`src/rtl/stage_execute.sv`:
```
// rtl/stage_execute.sv - execute stage: operand forwarding, branch resolve, EX/MEM register
package stage_execute_pkg;
  typedef enum logic [3:0] {
    ALU_ADD, ALU_SUB, ALU_AND, ALU_OR, ALU_XOR,
    ALU_SLL, ALU_SRL, ALU_SRA, ALU_SLT, ALU_SLTU
  } alu_mode_t;
endpackage

module stage_execute
  import stage_execute_pkg::*;
#(
  parameter logic [31:0] RESET_PC = 32'h0000_0000
) (
  input  logic        clk_i,
  input  logic        reset_n_i,
  input  logic        id_valid_i,
  output logic        id_ready_o,
  input  logic [31:0] id_pc_i,
  input  logic [4:0]  id_rs1_i,
  input  logic [4:0]  id_rs2_i,
  input  logic [31:0] id_rs1_data_i,
  input  logic [31:0] id_rs2_data_i,
  input  logic [31:0] id_imm_i,
  input  logic        id_op1_pc_i,
  input  logic        id_op2_imm_i,
  input  alu_mode_t   id_alu_mode_i,
  input  logic [3:0]  id_branch_i,
  input  logic        id_load_i,
  input  logic        id_store_i,
  input  logic [4:0]  id_rd_i,
  input  logic        id_wb_en_i,
  output alu_mode_t   alu_mode_o,
  output logic [31:0] alu_op1_o,
  output logic [31:0] alu_op2_o,
  input  logic [31:0] alu_result_i,
  input  logic        wb_valid_i,
  input  logic [4:0]  wb_rd_i,
  input  logic [31:0] wb_data_i,
  output logic        ex_valid_o,
  input  logic        ex_ready_i,
  output logic [31:0] ex_pc_o,
  output logic [31:0] ex_result_o,
  output logic [31:0] ex_store_data_o,
  output logic [4:0]  ex_rd_o,
  output logic        ex_wb_en_o,
  output logic        ex_load_o,
  output logic        ex_store_o,
  output logic        redirect_o,
  output logic [31:0] redirect_pc_o,
  input  logic        flush_i
);

  localparam logic [3:0] BR_EQ   = 4'd1;
  localparam logic [3:0] BR_NE   = 4'd2;
  localparam logic [3:0] BR_LT   = 4'd3;
  localparam logic [3:0] BR_GE   = 4'd4;
  localparam logic [3:0] BR_LTU  = 4'd5;
  localparam logic [3:0] BR_GEU  = 4'd6;
  localparam logic [3:0] BR_JAL  = 4'd7;
  localparam logic [3:0] BR_JALR = 4'd8;

  logic        ex_valid_q, ex_valid_d;
  logic [31:0] ex_pc_q, ex_pc_d;
  logic [31:0] ex_result_q, ex_result_d;
  logic [31:0] ex_store_data_q, ex_store_data_d;
  logic [4:0]  ex_rd_q, ex_rd_d;
  logic        ex_wb_en_q, ex_wb_en_d;
  logic        ex_load_q, ex_load_d;
  logic        ex_store_q, ex_store_d;
  logic        redirect_q, redirect_d;
  logic [31:0] redirect_pc_q, redirect_pc_d;

  logic [31:0] fwd_rs1, fwd_rs2, target;
  logic        stall, adv, ready, accept, taken, is_jump;

  // A load result is not known until MEM, so EX/MEM only forwards non-load results.
  function automatic logic [31:0] fwd(input logic [4:0] rs, input logic [31:0] rf,
                                      input logic ex_hit_ok, input logic [4:0] ex_rd,
                                      input logic [31:0] ex_res, input logic wb_v,
                                      input logic [4:0] wb_rd, input logic [31:0] wb_d);
    if (rs == 5'd0)                    return 32'd0;
    else if (ex_hit_ok && ex_rd == rs) return ex_res;
    else if (wb_v && wb_rd == rs)      return wb_d;
    else                               return rf;
  endfunction

  always_comb begin
    fwd_rs1 = fwd(id_rs1_i, id_rs1_data_i, ex_valid_q & ex_wb_en_q & ~ex_load_q, ex_rd_q,
                  ex_result_q, wb_valid_i, wb_rd_i, wb_data_i);
    fwd_rs2 = fwd(id_rs2_i, id_rs2_data_i, ex_valid_q & ex_wb_en_q & ~ex_load_q, ex_rd_q,
                  ex_result_q, wb_valid_i, wb_rd_i, wb_data_i);

    stall = ex_valid_q && ex_load_q && (ex_rd_q != 5'd0) &&
            ((!id_op1_pc_i && ex_rd_q == id_rs1_i) ||
             ((!id_op2_imm_i || id_store_i) && ex_rd_q == id_rs2_i));
    adv    = !ex_valid_q || ex_ready_i;
    ready  = (adv && !stall) || redirect_q || flush_i;
    // The slot right after a redirect holds a wrong-path instruction: drain it.
    accept = id_valid_i && ready && !redirect_q && !flush_i;

    is_jump = (id_branch_i == BR_JAL) || (id_branch_i == BR_JALR);
    case (id_branch_i)
      BR_EQ:   taken = (fwd_rs1 == fwd_rs2);
      BR_NE:   taken = (fwd_rs1 != fwd_rs2);
      BR_LT:   taken = ($signed(fwd_rs1) <  $signed(fwd_rs2));
      BR_GE:   taken = ($signed(fwd_rs1) >= $signed(fwd_rs2));
      BR_LTU:  taken = (fwd_rs1 <  fwd_rs2);
      BR_GEU:  taken = (fwd_rs1 >= fwd_rs2);
      BR_JAL:  taken = 1'b1;
      BR_JALR: taken = 1'b1;
      default: taken = 1'b0;
    endcase
    if (id_branch_i == BR_JALR) target = (fwd_rs1 + id_imm_i) & ~32'd1;
    else                        target = id_pc_i + id_imm_i;

    ex_valid_d      = ex_valid_q;
    ex_pc_d         = ex_pc_q;
    ex_result_d     = ex_result_q;
    ex_store_data_d = ex_store_data_q;
    ex_rd_d         = ex_rd_q;
    ex_wb_en_d      = ex_wb_en_q;
    ex_load_d       = ex_load_q;
    ex_store_d      = ex_store_q;
    redirect_d      = accept && taken;
    redirect_pc_d   = (accept && taken) ? target : redirect_pc_q;

    if (flush_i) begin
      ex_valid_d = 1'b0;
    end else if (accept) begin
      ex_valid_d      = 1'b1;
      ex_pc_d         = id_pc_i;
      ex_result_d     = is_jump ? id_pc_i + 32'd4 : alu_result_i;
      ex_store_data_d = fwd_rs2;
      ex_rd_d         = id_rd_i;
      ex_wb_en_d      = id_wb_en_i;
      ex_load_d       = id_load_i;
      ex_store_d      = id_store_i;
    end else if (adv) begin
      ex_valid_d = 1'b0;
    end
  end

  always_ff @(posedge clk_i or negedge reset_n_i) begin
    if (!reset_n_i) begin
      ex_valid_q      <= 1'b0;
      ex_pc_q         <= RESET_PC;
      ex_result_q     <= 32'd0;
      ex_store_data_q <= 32'd0;
      ex_rd_q         <= 5'd0;
      ex_wb_en_q      <= 1'b0;
      ex_load_q       <= 1'b0;
      ex_store_q      <= 1'b0;
      redirect_q      <= 1'b0;
      redirect_pc_q   <= 32'd0;
    end else begin
      ex_valid_q      <= ex_valid_d;
      ex_pc_q         <= ex_pc_d;
      ex_result_q     <= ex_result_d;
      ex_store_data_q <= ex_store_data_d;
      ex_rd_q         <= ex_rd_d;
      ex_wb_en_q      <= ex_wb_en_d;
      ex_load_q       <= ex_load_d;
      ex_store_q      <= ex_store_d;
      redirect_q      <= redirect_d;
      redirect_pc_q   <= redirect_pc_d;
    end
  end

  assign id_ready_o      = ready;
  assign alu_mode_o      = id_alu_mode_i;
  assign alu_op1_o       = id_op1_pc_i ? id_pc_i : fwd_rs1;
  assign alu_op2_o       = id_op2_imm_i ? id_imm_i : fwd_rs2;
  assign ex_valid_o      = ex_valid_q;
  assign ex_pc_o         = ex_pc_q;
  assign ex_result_o     = ex_result_q;
  assign ex_store_data_o = ex_store_data_q;
  assign ex_rd_o         = ex_rd_q;
  assign ex_wb_en_o      = ex_wb_en_q;
  assign ex_load_o       = ex_load_q;
  assign ex_store_o      = ex_store_q;
  assign redirect_o      = redirect_q;
  assign redirect_pc_o   = redirect_pc_q;

endmodule

```
`config.mk`:
```
export PLATFORM = sky130hd
export DESIGN_NAME = stage_execute
export DESIGN_NICKNAME = d
export VERILOG_FILES = /design/src/rtl/stage_execute.sv
export SDC_FILE = /design/constraint.sdc
export NUM_CORES = 1
export LEC_CHECK = 0
export CORE_AREA = 3 3 171 173
export CTS_CLUSTER_DIAMETER = 120
export DETAILED_ROUTE_END_ITERATION = 10
export DIE_AREA = 0 0 174 176
export HOLD_SLACK_MARGIN = 0.12
export PLACE_DENSITY = 0.79
export SYNTH_ARGS = -nofsm -noshare
export SYNTH_HDL_FRONTEND = slang
export SYNTH_SLANG_ARGS = --single-unit
```
`constraint.sdc`:
```
create_clock -name clk_i -period 8.45 [get_ports clk_i]
set_input_delay 1.2675 -clock clk_i [delete_from_list [all_inputs] [get_ports clk_i]]
set_output_delay 1.2675 -clock clk_i [all_outputs]
set_load 0.05 [all_outputs]
```
### Drive-strength map, run 1

Drawn at 2 px/um.
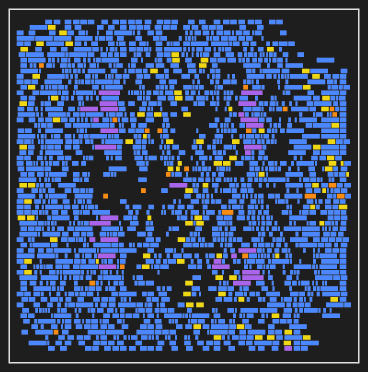
Key: _6 and larger = purple [cells 29, share 1.5%, most used clkbuf_16]; _3 and _4 cells = orange [cells 21, share 1.1%, most used buf_4]; _0 and _1 cells = blue [cells 1751, share 92%, most used clkdlybuf4s50_1]; _2 cells = yellow [cells 93, share 4.9%, most used mux2_2]

### Placement by cell class, run 1

Drawn at 2 px/um.
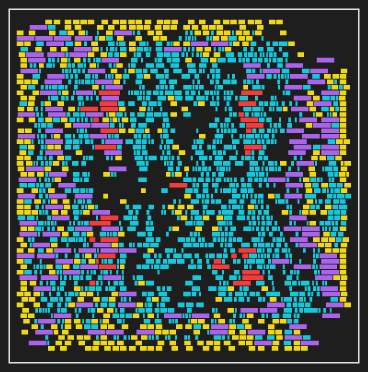
Key: combinational and other logic = cyan [cells 1281, share of their area 50%]; remaining buffers and delay cells = yellow [cells 443, share of their area 26%]; clock drivers and dummy loads = red [cells 32, share of their area 3.9%]; sequential cells = purple [cells 138, share of their area 20%]

==> impl_metrics.env, run 1 <==
# source this file to load flow results
export IMPL_swShare_pct=45.4
export IMPL_grt_max_degree=105
export IMPL_fin_area_um2=17500
export IMPL_final_cells=2275
export IMPL_aoi_share_pct=22.9
export IMPL_area_delta_synth_final_pct=42.5
export IMPL_clk_insertion_delay_late_ns=0.42
export IMPL_switchingPower_uw=1680
export IMPL_p_total_uw=3710
export IMPL_wl_mm=52.9
export IMPL_worst_slew_pin_slew_ns=1.11
export IMPL_chipHeight_um=176
export IMPL_slowest_delay_ns=0.76
export IMPL_relSlewSlack_pct=25.8
export IMPL_combGateArea_um2=8380
export IMPL_cts_buffer_depth=2
export IMPL_warnings=29
export IMPL_r2r_setup_slack_ns=2.33
export IMPL_syn_area_um2=12300
export IMPL_finalNetCount=2208
export IMPL_setup_violations=0
export IMPL_htreeDepth=4
export IMPL_yosys_warnings=0
export IMPL_post_place_ws_ns=1.16
export IMPL_drive_above_1_share_pct=7.55
export IMPL_nFillCells=2431
export IMPL_crit_arrival_ns=7.31
export IMPL_pg_seq_uw=947
export IMPL_vias=13234
export IMPL_track_usage_pct=33.3
export IMPL_fa_ha_area_share_pct=9.92
export IMPL_logic_family="AND-OR/OR-AND gates"
export IMPL_ys_flop_type="dfrtp_1"
export IMPL_regToRegEndpoint="redirect_pc_o[22]"
export IMPL_cts_setup_buffers=0
export IMPL_root_buffer="clkbuf_16"
export IMPL_first_iter_violations=1233
export IMPL_cts_inserted_buffers=17
export IMPL_worstHoldPathType="flip-flop to flip-flop"
export IMPL_ff_latch_area_um2=3450
export IMPL_status="finished clean"
export IMPL_worstPathCellList="clkdlybuf4s50_1 -> xor2_1 -> nor3_1 -> nand3_2 -> buf_4 -> a211oi_1 -> ha_1 -> nand4_1 -> or2_2 -> nor3_1 -> a21oi_1 -> a31oi_1 -> nor2_1 -> a31oi_1 -> o21ai_0 -> a211oi_1 -> or2_2 -> buf_4 -> a211oi_1 -> a21o_1"
export IMPL_drtPass1Iterations=6
export IMPL_antenna_found_initial=4
export IMPL_reg2reg_from="ex_rd_o[1]"
export IMPL_synth_flops=138
export IMPL_crit_type="input port to flip-flop"
export IMPL_synthArstFlopShare_pct=100
export IMPL_finalCritPeriodShare_pct=82.9
export IMPL_r2r_cells=19
export IMPL_cp_max_fo=50
export IMPL_synth_cell_types=63
export IMPL_synth_cells_yosys=1500
export IMPL_grt_pass1_vias=12955
export IMPL_worstHoldStart="redirect_pc_o[17]"
export IMPL_hold_ws_ns=0.478
export IMPL_cp_common_cell="a211oi_1"
export IMPL_place_area_um2=16800
export IMPL_place_gp_congestion=1.04
export IMPL_power_leader="combinational logic"
export IMPL_cpMaxStageDelayCell="a211oi_1"
export IMPL_powerDensity_nw_per_um2=212
export IMPL_end_kind="flip-flop"
export IMPL_p_comb_share_pct=50.8
export IMPL_min_path_cells=2
export IMPL_synthMuxAreaShare_pct=11.8
export IMPL_slew_viol_final=0
export IMPL_powerComb_uw=1880
export IMPL_postSynthSeqShare_pct=28.2
export IMPL_post_cts_resized=0
export IMPL_avgSynthCellArea_um2=8.17
export IMPL_vias_per_cell=5.82
export IMPL_edf_count=0
export IMPL_drv_cap=0
export IMPL_simple_gate_area_share_pct=16.8
export IMPL_total_leakage_power_uw=0.00730
export IMPL_wl_per_cell_um=23.3
export IMPL_crit_family="simple AND/OR/NAND/NOR gates"
export IMPL_grt_pass1_wl_mm=78.3
export IMPL_dp_cells=2240
export IMPL_dieArea_um2=30600
export IMPL_peakVddDrop_uv=166
export IMPL_fin_tns_setup_ns=0
export IMPL_drtAntennaViolNets=0
export IMPL_power_clock_uw=878
export IMPL_ios=438
export IMPL_critical_path_buf_inv_count=3
export IMPL_cts_sinks=138
export IMPL_path_clk_slew_ns=0.06
export IMPL_synthCells=1500
export IMPL_finalWorstSetupSlack_ns=1.45
export IMPL_rsz0062_at_grt="false"
export IMPL_min_period_ns=7.00
export IMPL_cp_required_ns=8.75
export IMPL_hold_buffers=0
export IMPL_die_w_um=174
export IMPL_synth_chip_area_um2=12300
export IMPL_rows=61
export IMPL_start_kind="input port"
export IMPL_pwr_share_seq_pct=25.5
export IMPL_fmax_mhz=143
export IMPL_whs_endpoint="redirect_pc_o[17]"
export IMPL_xor_area_share_pct=6.79
export IMPL_utilization_pct=62.9
export IMPL_io_buffers=429
export IMPL_syn_nets=1827
export IMPL_dp_final_hpwl_mm=42.3
export IMPL_hold_violations=0
export IMPL_tritoncts="built"
export IMPL_floorplan_core_util_pct=44.1
export IMPL_drc=0
export IMPL_grt_ovfl_total=0
export IMPL_internal_power_uw=2020
export IMPL_p_clk_share_pct=23.7
export IMPL_core_area_um2=27800
export IMPL_fin_skew_ns=0.0158
### Met1 routing, run 1

Drawn at 3 px/um.
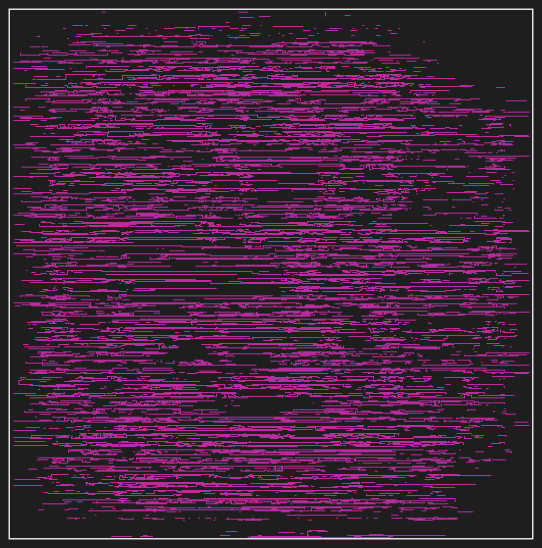
The layer holds 42% of the routed length. The layer carries 22.4 mm of wire. The longest straight run is 58.4 um.

## run 1: flip-flops by register name, summed over array words and instances, names as in the netlist
signal / count
redirect_pc_o: 32
ex_rd_o: 5
ex_valid_o: 1
redirect_o: 1
ex_store_o: 1
ex_pc_o: 32
ex_store_data_o: 32
ex_load_o: 1
ex_result_o: 32
ex_wb_en_o: 1
## run 1: layout by cell type (no fill, tap or decap), drive strengths merged, types with 8 or more instances in the layout
master and n:
a211oi 34, a21o 32, a21oi 85, a31oi 15
and2 8, and3 18, buf 17, clkbuf 17
clkdlybuf4s50 426, dfrtp 138, ha 94, inv 34
mux2 70, mux2i 66, nand2 237, nand2b 13
nand3 31, nand4 15, nor2 89, nor2b 14
nor3 18, o211ai 41, o21ai 201, o21bai 8
or3 9, xnor2 36, xor2 59
## run 1: per-layer routing
metal | vias to the layer above | track usage (%) | wire [um] | share of wire, %
li1 | 6218 | - | - | -
met1 | 6253 | 44.9 | 22400 | 42
met2 | 651 | 51.3 | 23400 | 44
met3 | 108 | 8.30 | 4940 | 9.3
met4 | 4 | 13.9 | 2110 | 4.0
met5 | - | 0 | 23 | 0.043
## run 1: cell type report
type	instances	share of cell area (%)
Clock buffer	17	2.43
Multi-Input combinational cell	1253	48.0
Tap cell	378	2.71
Timing Repair Buffer	443	25.1
Clock inverter	15	1.35
Antenna cell	3	0.0430
Inverter	28	0.601
Sequential cell	138	19.8
## run 1: how the worst max path moves through the flow
stage | startpoint | endpoint | slack, ns | cells after the start
2_1_floorplan | wb_rd_i[3] | redirect_pc_o[24] | 2.90 | 24
3_3_place_gp | id_rs1_i[1] | redirect_pc_o[22] | 1.24 | 20
4_1_cts | id_rs1_i[0] | redirect_pc_o[22] | 1.57 | 20
6_report | id_rs1_i[1] | redirect_pc_o[22] | 1.45 | 20
3_5_place_dp | id_rs1_i[1] | redirect_pc_o[22] | 1.16 | 20
5_1_grt | id_rs1_i[1] | redirect_pc_o[22] | 0.98 | 20
## run 1: synth_stat cells, drive strengths merged (8+ instances only)
cell type | count | area share (%)
nor3 | 18 | 0.73
nand2 | 237 | 7.3
dfrtp | 138 | 28
xor2 | 59 | 4.2
o21bai | 8 | 0.49
nor2b | 14 | 0.71
mux2i | 66 | 5.4
nand4 | 15 | 0.77
a21oi | 85 | 3.6
ha | 94 | 9.6
a31oi | 15 | 0.77
inv | 28 | 0.86
clkbuf | 63 | 1.9
xnor2 | 36 | 2.6
and3 | 18 | 0.92
a21o | 32 | 2.0
buf | 18 | 0.77
or3 | 9 | 0.46
o21ai | 201 | 8.2
nand3 | 31 | 1.3
nor2 | 89 | 2.8
a211oi | 34 | 2.1
mux2 | 70 | 6.4
o211ai | 41 | 2.6
nand2b | 13 | 0.66
and2 | 8 | 0.41
## run 1: cell families after synthesis
logic type / count (synthesis)
adder cells (fa/ha/maj): 96
XOR/XNOR: 95
buffers and inverters: 109
flip-flops: 138
AND/OR/NAND/NOR: 466
multiplexers: 136
AND-OR/OR-AND: 460
### Congestion heat map, run 1

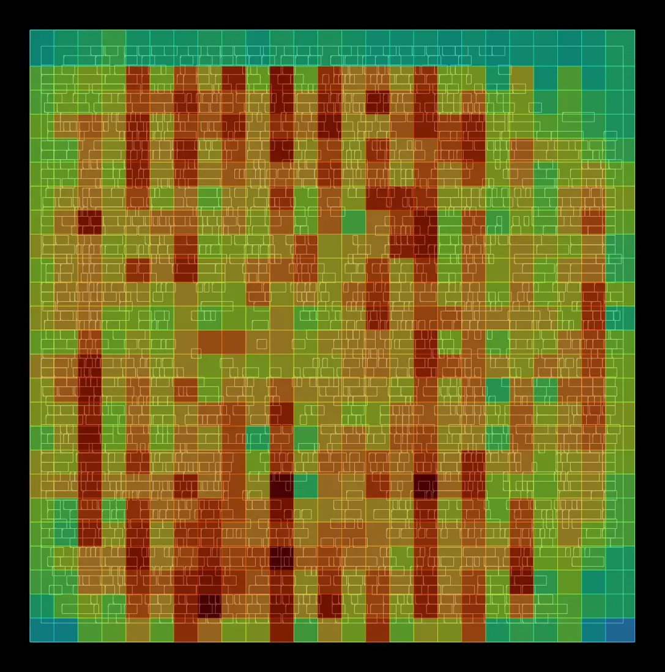

==> inputs of run 2 (changes only) <==
- clock period: 8.45 -> 6.87 ns (I/O delays scaled with it)
### Congestion heat map, run 2

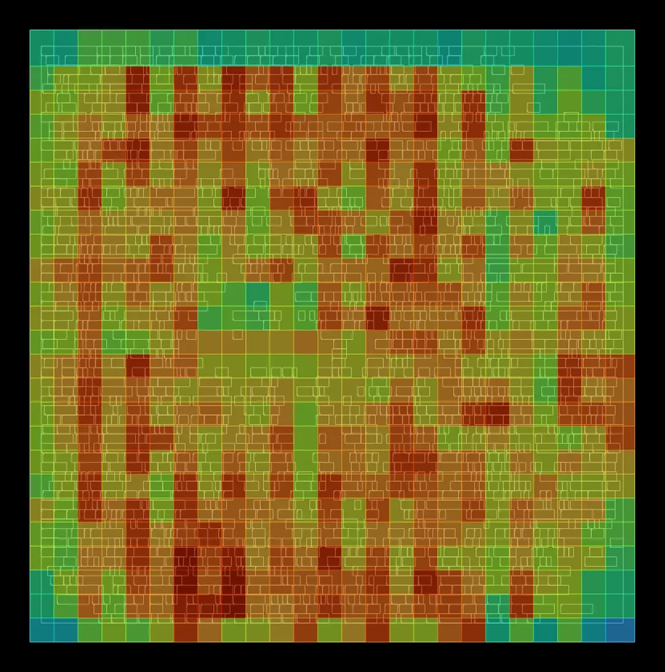
WL/cell: 23.4 um
met3 GRT Util: 7.40%
utilization after layout: 63.4%
GRT Total Usage: 34.1%

### Met1 routing, run 2

Drawn at 3 px/um.
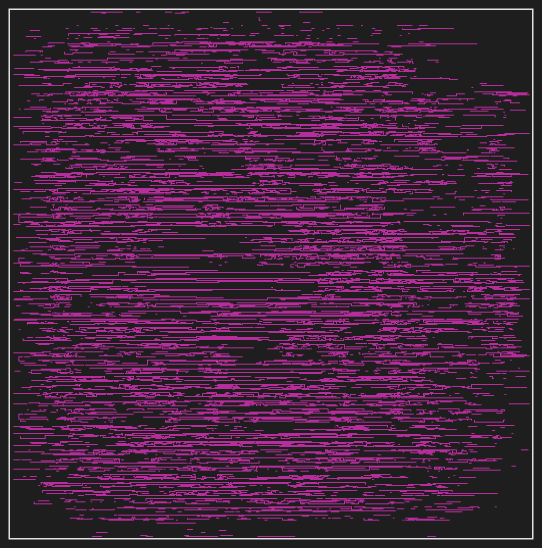
The layer holds 42% of the routed length. 2023 nets have wire on it.

==> run 2 against run 1 <==
Critical path depth decreased by 1. Sequential cell count unchanged. Combinational power increased by 24%. Clock power increased by about 20%. First-iteration DRC count decreased by 14%. Hold slack got worse by 0.0019 ns. Global-route usage increased by 0.73 points. Via count increased by 0.93%. Sequential share of layout area decreased by 0.16 points. Clock skew increased by 0.0036 ns. Largest power group unchanged. Highest routed layer unchanged.
==> impl_metrics.env, run 2 <==
# source this file to load flow results
export IMPL_worstHoldStart="redirect_pc_o[22]"
export IMPL_grt_ovfl_total=0
export IMPL_end_kind="flip-flop"
export IMPL_largest_area_cell="dfrtp_1"
export IMPL_synth_cells_yosys=1500
export IMPL_post_place_ws_ns=0.137
export IMPL_r2r_setup_slack_ns=1.40
export IMPL_drive_above_1_share_pct=8.42
export IMPL_synthArstFlopShare_pct=100
export IMPL_ys_flop_type="dfrtp_1"
export IMPL_synthCells=1500
export IMPL_dieArea_um2=30600
export IMPL_reg2reg_from="ex_rd_o[2]"
export IMPL_wl_mm=53.6
export IMPL_cpMaxStageDelayCell="and3_2"
export IMPL_whs_endpoint="redirect_pc_o[22]"
export IMPL_synth_most_common_cell="nand2_1"
export IMPL_worstPathCellList="clkdlybuf4s50_1 -> xor2_1 -> nor4_2 -> and3_2 -> buf_12 -> mux2i_1 -> a211oi_1 -> ha_1 -> a22o_1 -> nor4_1 -> o221ai_1 -> o21a_1 -> a21oi_1 -> mux2_2 -> o221ai_1 -> a211oi_1 -> or2_2 -> inv_1 -> mux2_2"
export IMPL_finalCritPeriodShare_pct=93.4
export IMPL_grt_max_degree=175
export IMPL_htreeDepth=4
export IMPL_path_clk_slew_ns=0.06
export IMPL_synthTopCellsByCount="nand2_1 (237), o21ai_0 (195), dfrtp_1 (138)"
export IMPL_antenna_found_initial=3
export IMPL_cts_inserted_buffers=17
export IMPL_rows=61
export IMPL_setup_violations=0
export IMPL_synth_flops=138
export IMPL_synth_cell_types=63
export IMPL_area_delta_synth_final_pct=43.7
export IMPL_layout_top_cells="clkdlybuf4s50_1 (426), nand2_1 (236), o21ai_0 (195), dfrtp_1 (138), ha_1 (94)"
export IMPL_floorplan_core_util_pct=44.1
export IMPL_crit_arrival_ns=6.72
export IMPL_yosys_warnings=0
export IMPL_min_period_ns=6.42
export IMPL_warnings=28
export IMPL_core_area_um2=27800
export IMPL_finalNetCount=2226
export IMPL_vias=13357
export IMPL_total_leakage_power_uw=0.00739
export IMPL_grt_pass1_vias=13182
export IMPL_rsz0062_at_grt="false"
export IMPL_fin_area_um2=17600
export IMPL_crit_type="input port to flip-flop"
export IMPL_start_kind="input port"
export IMPL_topCellsByArea="dfrtp_1 (28%), ha_1 (9.6%), o21ai_0 (8.0%)"
export IMPL_cp_required_ns=7.18
export IMPL_peakVddDrop_uv=182
export IMPL_finalWorstSetupSlack_ns=0.453
export IMPL_post_cts_resized=0
export IMPL_edf_count=0
export IMPL_regToRegEndpoint="redirect_pc_o[23]"
export IMPL_tritoncts="built"
export IMPL_root_buffer="clkbuf_16"
export IMPL_drv_cap=0
export IMPL_hold_violations=0
export IMPL_relSlewSlack_pct=24.9
export IMPL_diodes=0
export IMPL_grt_pass1_wl_mm=80.4
export IMPL_first_iter_violations=1064
export IMPL_place_area_um2=17000
export IMPL_drtAntennaViolNets=0
export IMPL_syn_nets=1827
export IMPL_drtPass1Iterations=5
export IMPL_worst_slew_pin_slew_ns=1.13
export IMPL_cp_max_fo=14
export IMPL_powerDensity_nw_per_um2=257
export IMPL_drc=0
export IMPL_vias_per_cell=5.83
export IMPL_fmax_mhz=156
export IMPL_worstHoldPathType="flip-flop to flip-flop"
export IMPL_fin_tns_setup_ns=0
export IMPL_r2r_cells=18
export IMPL_status="finished clean"
export IMPL_avgSynthCellArea_um2=8.17
export IMPL_clk_insertion_delay_late_ns=0.44
export IMPL_synth_chip_area_um2=12300
export IMPL_cts_setup_buffers=0
export IMPL_ios=438
export IMPL_hold_buffers=0
export IMPL_hold_ws_ns=0.477
export IMPL_cts_buffer_depth=2
export IMPL_syn_area_um2=12300
export IMPL_layout_top_cell="clkdlybuf4s50_1"
export IMPL_die_w_um=174
export IMPL_io_buffers=429
export IMPL_postSynthSeqShare_pct=28.2
export IMPL_dp_final_hpwl_mm=42.7
export IMPL_min_path_cells=1
export IMPL_cts_sinks=138
export IMPL_place_gp_congestion=1.02
export IMPL_slew_viol_final=0
export IMPL_fin_skew_ns=0.0194
export IMPL_slowest_delay_ns=0.62
export IMPL_chipHeight_um=176
export IMPL_top_cell_area_share_pct=28.2
run 2: cell families after synthesis:
family          count (synthesis)  share of synthesized area [%]
xor+xnor                       95                           6.79
simple gates                  466                           16.8
buf+inv                       109                           3.55
fa+ha+maj                      96                           9.92
flops                         138                           28.2
compound gates                460                           22.9
mux                           136                           11.8
run 2: power by group:
part	leakage, uW	total (uW)	switching, uW	internal (uW)
Sequential	0.00169	1160	157	1010
Combinational	0.00539	2330	1500	835
Clock	0.000304	1030	436	592
run 2: per-stage QoR:
step                cells  power, uW
finish               2290       4520
global route         2290       4710
CTS                  2290       4520
detailed placement   2258       3490
global placement     2258       3460
floorplan            1500       2580
run 2: worst max-delay path by stage:
stage,from,endpoint,slack (ns),cells past startpoint
2_1_floorplan,wb_rd_i[3],redirect_pc_o[24],1.56,24
3_3_place_gp,id_rs1_i[0],redirect_pc_o[22],0.19,22
3_5_place_dp,id_rs1_i[0],redirect_pc_o[23],0.14,19
4_1_cts,id_rs1_i[0],redirect_pc_o[23],0.54,19
5_1_grt,id_rs1_i[0],redirect_pc_o[30],0.20,20
6_report,id_rs1_i[0],redirect_pc_o[23],0.45,19
run 2: routing by layer:
| metal | global-route usage (%) | wire length, um | vias up |
|---|---|---|---|
| met4 | 9.28 | 1330 | 4 |
| met3 | 7.40 | 4880 | 80 |
| met1 | 46.5 | 22600 | 6396 |
| met2 | 54.9 | 24800 | 637 |
| met5 | 0 | 57 | - |
| li1 | - | - | 6240 |
run 2: area by class of cell:
class                      instances  area, um2
tap                              378        473
clock buffer                      18        439
inverter                          28        105
clock inverter                    14        184
multi-input combinational       1253       8380
fill                            2469      10200
sequential                       138       3450
timing repair buffer             461       4580
run 2: critical path: cells and delay by family:
family	cells	cell delay, ns
AND/OR/NAND/NOR	4	1.63
buffers and inverters	3	0.96
multiplexers	3	0.81
AND-OR/OR-AND	7	1.69
XOR/XNOR	1	0.21
adder cells (fa/ha/maj)	1	0.37
### Placement by cell class, run 2

Drawn at 2 px/um.
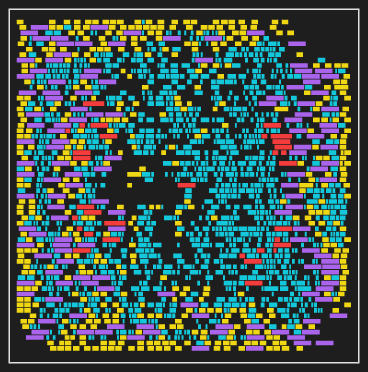

==> inputs of run 3 (changes only) <==
- SLEW_MARGIN: default -> 40
### Placement by cell class, run 3

Drawn at 2 px/um.
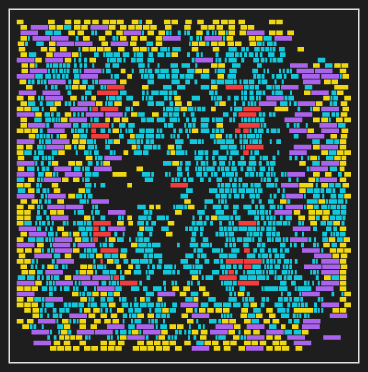
row count: 61
utilization after layout: 63.5%

### Congestion heat map, run 3

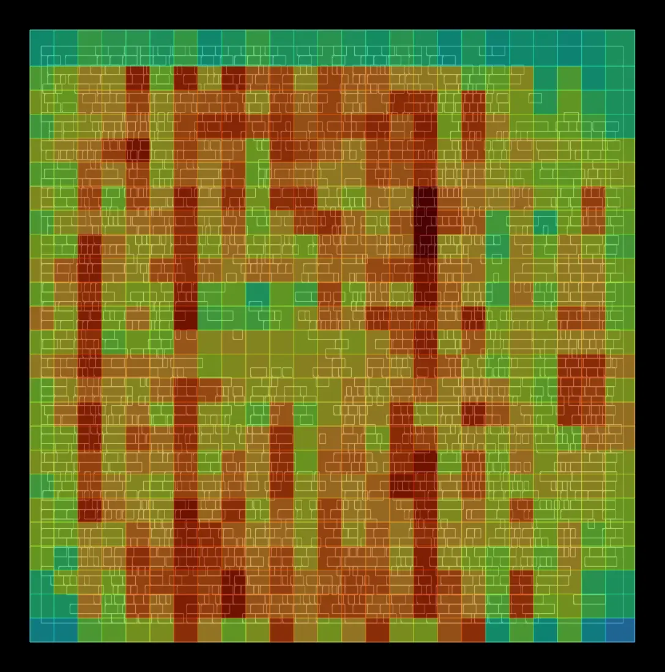
GRT Total Usage: 34.0%
met3 GRT Util: 7.55%
WL/cell: 23.4 um
busiest layer in global routing: met2

==> run 3 against run 2 <==
Fmax is 0.99% lower. Register-to-register slack hardly changed. Synthesized cell count stayed put. Final area is 0.19% higher. Via count is 1.0% higher. Die area stayed put. Sequential power hardly changed. Hold slack worse by 0.020 ns. First-iteration DRC count is 21% higher. Global-route usage is 0.11 points lower.
==> impl_metrics.env, run 3 <==
# source this file to load flow results
export IMPL_vias=13497
export IMPL_synthArstFlopShare_pct=100
export IMPL_drtAntennaViolNets=0
export IMPL_ios=438
export IMPL_avgSynthCellArea_um2=8.17
export IMPL_topCellsByArea="dfrtp_1 (28%), ha_1 (9.6%), o21ai_0 (8.0%)"
export IMPL_relSlewSlack_pct=34.5
export IMPL_finalNetCount=2227
export IMPL_vias_per_cell=5.89
export IMPL_edf_count=0
export IMPL_drv_cap=0
export IMPL_worstHoldPathType="input port to asynchronous set/reset pin"
export IMPL_layout_top_cells="clkdlybuf4s50_1 (426), nand2_1 (236), o21ai_0 (195), dfrtp_1 (138), ha_1 (94)"
export IMPL_grt_pass1_vias=13247
export IMPL_grt_pass1_wl_mm=80.4
export IMPL_total_leakage_power_uw=0.00739
export IMPL_dp_final_hpwl_mm=42.6
export IMPL_fin_tns_setup_ns=0
export IMPL_path_clk_slew_ns=0.07
export IMPL_hold_buffers=0
export IMPL_dieArea_um2=30600
export IMPL_setup_violations=0
export IMPL_xor_area_share_pct=6.79
export IMPL_cp_max_fo=51
export IMPL_synthTopCellsByCount="nand2_1 (237), o21ai_0 (195), dfrtp_1 (138)"
export IMPL_syn_nets=1827
export IMPL_simple_gate_area_share_pct=16.8
export IMPL_fmax_mhz=154
export IMPL_clk_insertion_delay_late_ns=0.44
export IMPL_chipHeight_um=176
export IMPL_floorplan_core_util_pct=44.1
export IMPL_peakVddDrop_uv=171
export IMPL_nFillCells=2448
export IMPL_area_delta_synth_final_pct=43.9
export IMPL_io_buffers=429
export IMPL_cts_sinks=138
export IMPL_aoi_share_pct=22.9
export IMPL_drtPass1Iterations=8
export IMPL_syn_area_um2=12300
export IMPL_crit_arrival_ns=6.80
export IMPL_hold_violations=0
export IMPL_htreeDepth=4
export IMPL_synth_chip_area_um2=12300
export IMPL_tritoncts="built"
export IMPL_finalCritPeriodShare_pct=94.3
export IMPL_first_iter_violations=1291
export IMPL_crit_type="input port to flip-flop"
export IMPL_core_area_um2=27800
export IMPL_powerDensity_nw_per_um2=256
export IMPL_status="finished clean"
export IMPL_ys_flop_type="dfrtp_1"
export IMPL_fin_skew_ns=0.0163
export IMPL_synth_flops=138
export IMPL_layout_top_cell="clkdlybuf4s50_1"
export IMPL_synthMuxAreaShare_pct=11.8
export IMPL_worst_slew_pin_slew_ns=0.983
export IMPL_drc=0
export IMPL_grt_ovfl_total=0
export IMPL_grt_max_degree=175
export IMPL_die_w_um=174
export IMPL_end_kind="flip-flop"
export IMPL_postSynthSeqShare_pct=28.2
export IMPL_ff_latch_area_um2=3450
export IMPL_rsz0062_at_grt="false"
export IMPL_min_period_ns=6.48
==> run 3: netlist changes by cell type in the layout (fill, tap and decap cells not counted) <==
| cell | delta |
|---|---|
| buf_4 | +1 |
| buf_16 | +1 |
| diode_2 | +2 |
| clkbuf_1 | +1 |
| clkbuf_8 | -1 |
| clkinvlp_4 | +1 |
| buf_6 | +1 |
| clkinv_2 | -1 |
| buf_2 | -2 |
==> run 3: path summary, 6_finish.rpt <==
path	from	endpoint	slack, ns	cells after the start
max	id_rs1_i[0]	redirect_pc_o[22]	0.39	22
min	reset_n_i	redirect_pc_o[4]	0.46	1
max reg2reg	ex_rd_o[2]	redirect_pc_o[22]	1.39	22
min reg2reg	redirect_pc_o[22]	redirect_pc_o[22]	0.48	1
max in group asynchronous	reset_n_i	ex_result_o[13]	5.21	3
min in group clk_i	redirect_pc_o[22]	redirect_pc_o[22]	0.48	1
==> run 3: cell families (layout without fill, tap and decap cells) <==
| group | after synthesis | count (layout) |
|---|---|---|
| AND/OR/NAND/NOR | 466 | 466 |
| AND-OR/OR-AND | 460 | 460 |
| flip-flops | 138 | 138 |
| multiplexers | 136 | 136 |
| buffers and inverters | 109 | 522 |
| adder cells (fa/ha/maj) | 96 | 96 |
| XOR/XNOR | 95 | 95 |
| other | 0 | 2 |
==> run 3: layout make-up <==
cell class,instances,share of cell area [%]
clock buffers,18,2.43
inverters,28,0.596
clock inverters,14,1.06
well taps,378,2.68
flip-flops and latches,138,19.6
repair buffers,462,26.1
multi-input cells,1253,47.5
diodes,2,0.0284
==> run 3: worst max-delay path, cell delays in order <==
cell and delay [ns]:
clkdlybuf4s50_1 0.55, xor2_1 0.21, nor4_2 0.36, and3_2 0.60, buf_4 0.28, mux2i_1 0.10
a211oi_1 0.79, ha_1 0.23, nand4_1 0.11, or2_2 0.33, nor3_1 0.37, buf_4 0.20
a21oi_1 0.06, a31oi_1 0.14, nor2_1 0.05, a31oi_1 0.12, o21ai_0 0.08, a211oi_1 0.34
or2_2 0.32, buf_12 0.24, a211oi_1 0.07, a21o_1 0.17
==> run 3: power breakdown <==
| part | internal [uW] | leakage (uW) | switching, uW | total [uW] |
|---|---|---|---|---|
| logic | 837 | 0.00541 | 1500 | 2330 |
| registers | 1010 | 0.00169 | 155 | 1160 |
| clock network | 583 | 0.000294 | 442 | 1020 |
==> run 3: per-layer routing <==
layer | routed length, um | vias to the layer above | GRT usage, %
met5 | 34 | - | 0
met3 | 5100 | 107 | 7.55
met2 | 24200 | 729 | 54.1
met4 | 1620 | 6 | 11.3
li1 | - | 6232 | -
met1 | 22700 | 6423 | 45.9
==> run 3: stage by stage <==
stage	total power [uW]	hold WS [ns]	worst slack (ns)	cells	instance area, um2
6_report	4520	0.457	0.389	2293	17600
5_1_grt	4700	0.463	0.228	2293	17600
4_1_cts	4510	0.479	0.527	2290	17600
3_5_place_dp	3490	0.465	0.0904	2258	17000
3_3_place_gp	3460	0.460	0.187	2258	17000
2_1_floorplan	2580	0.735	1.56	1500	12300
Power is estimated from default activity; no workload was simulated.
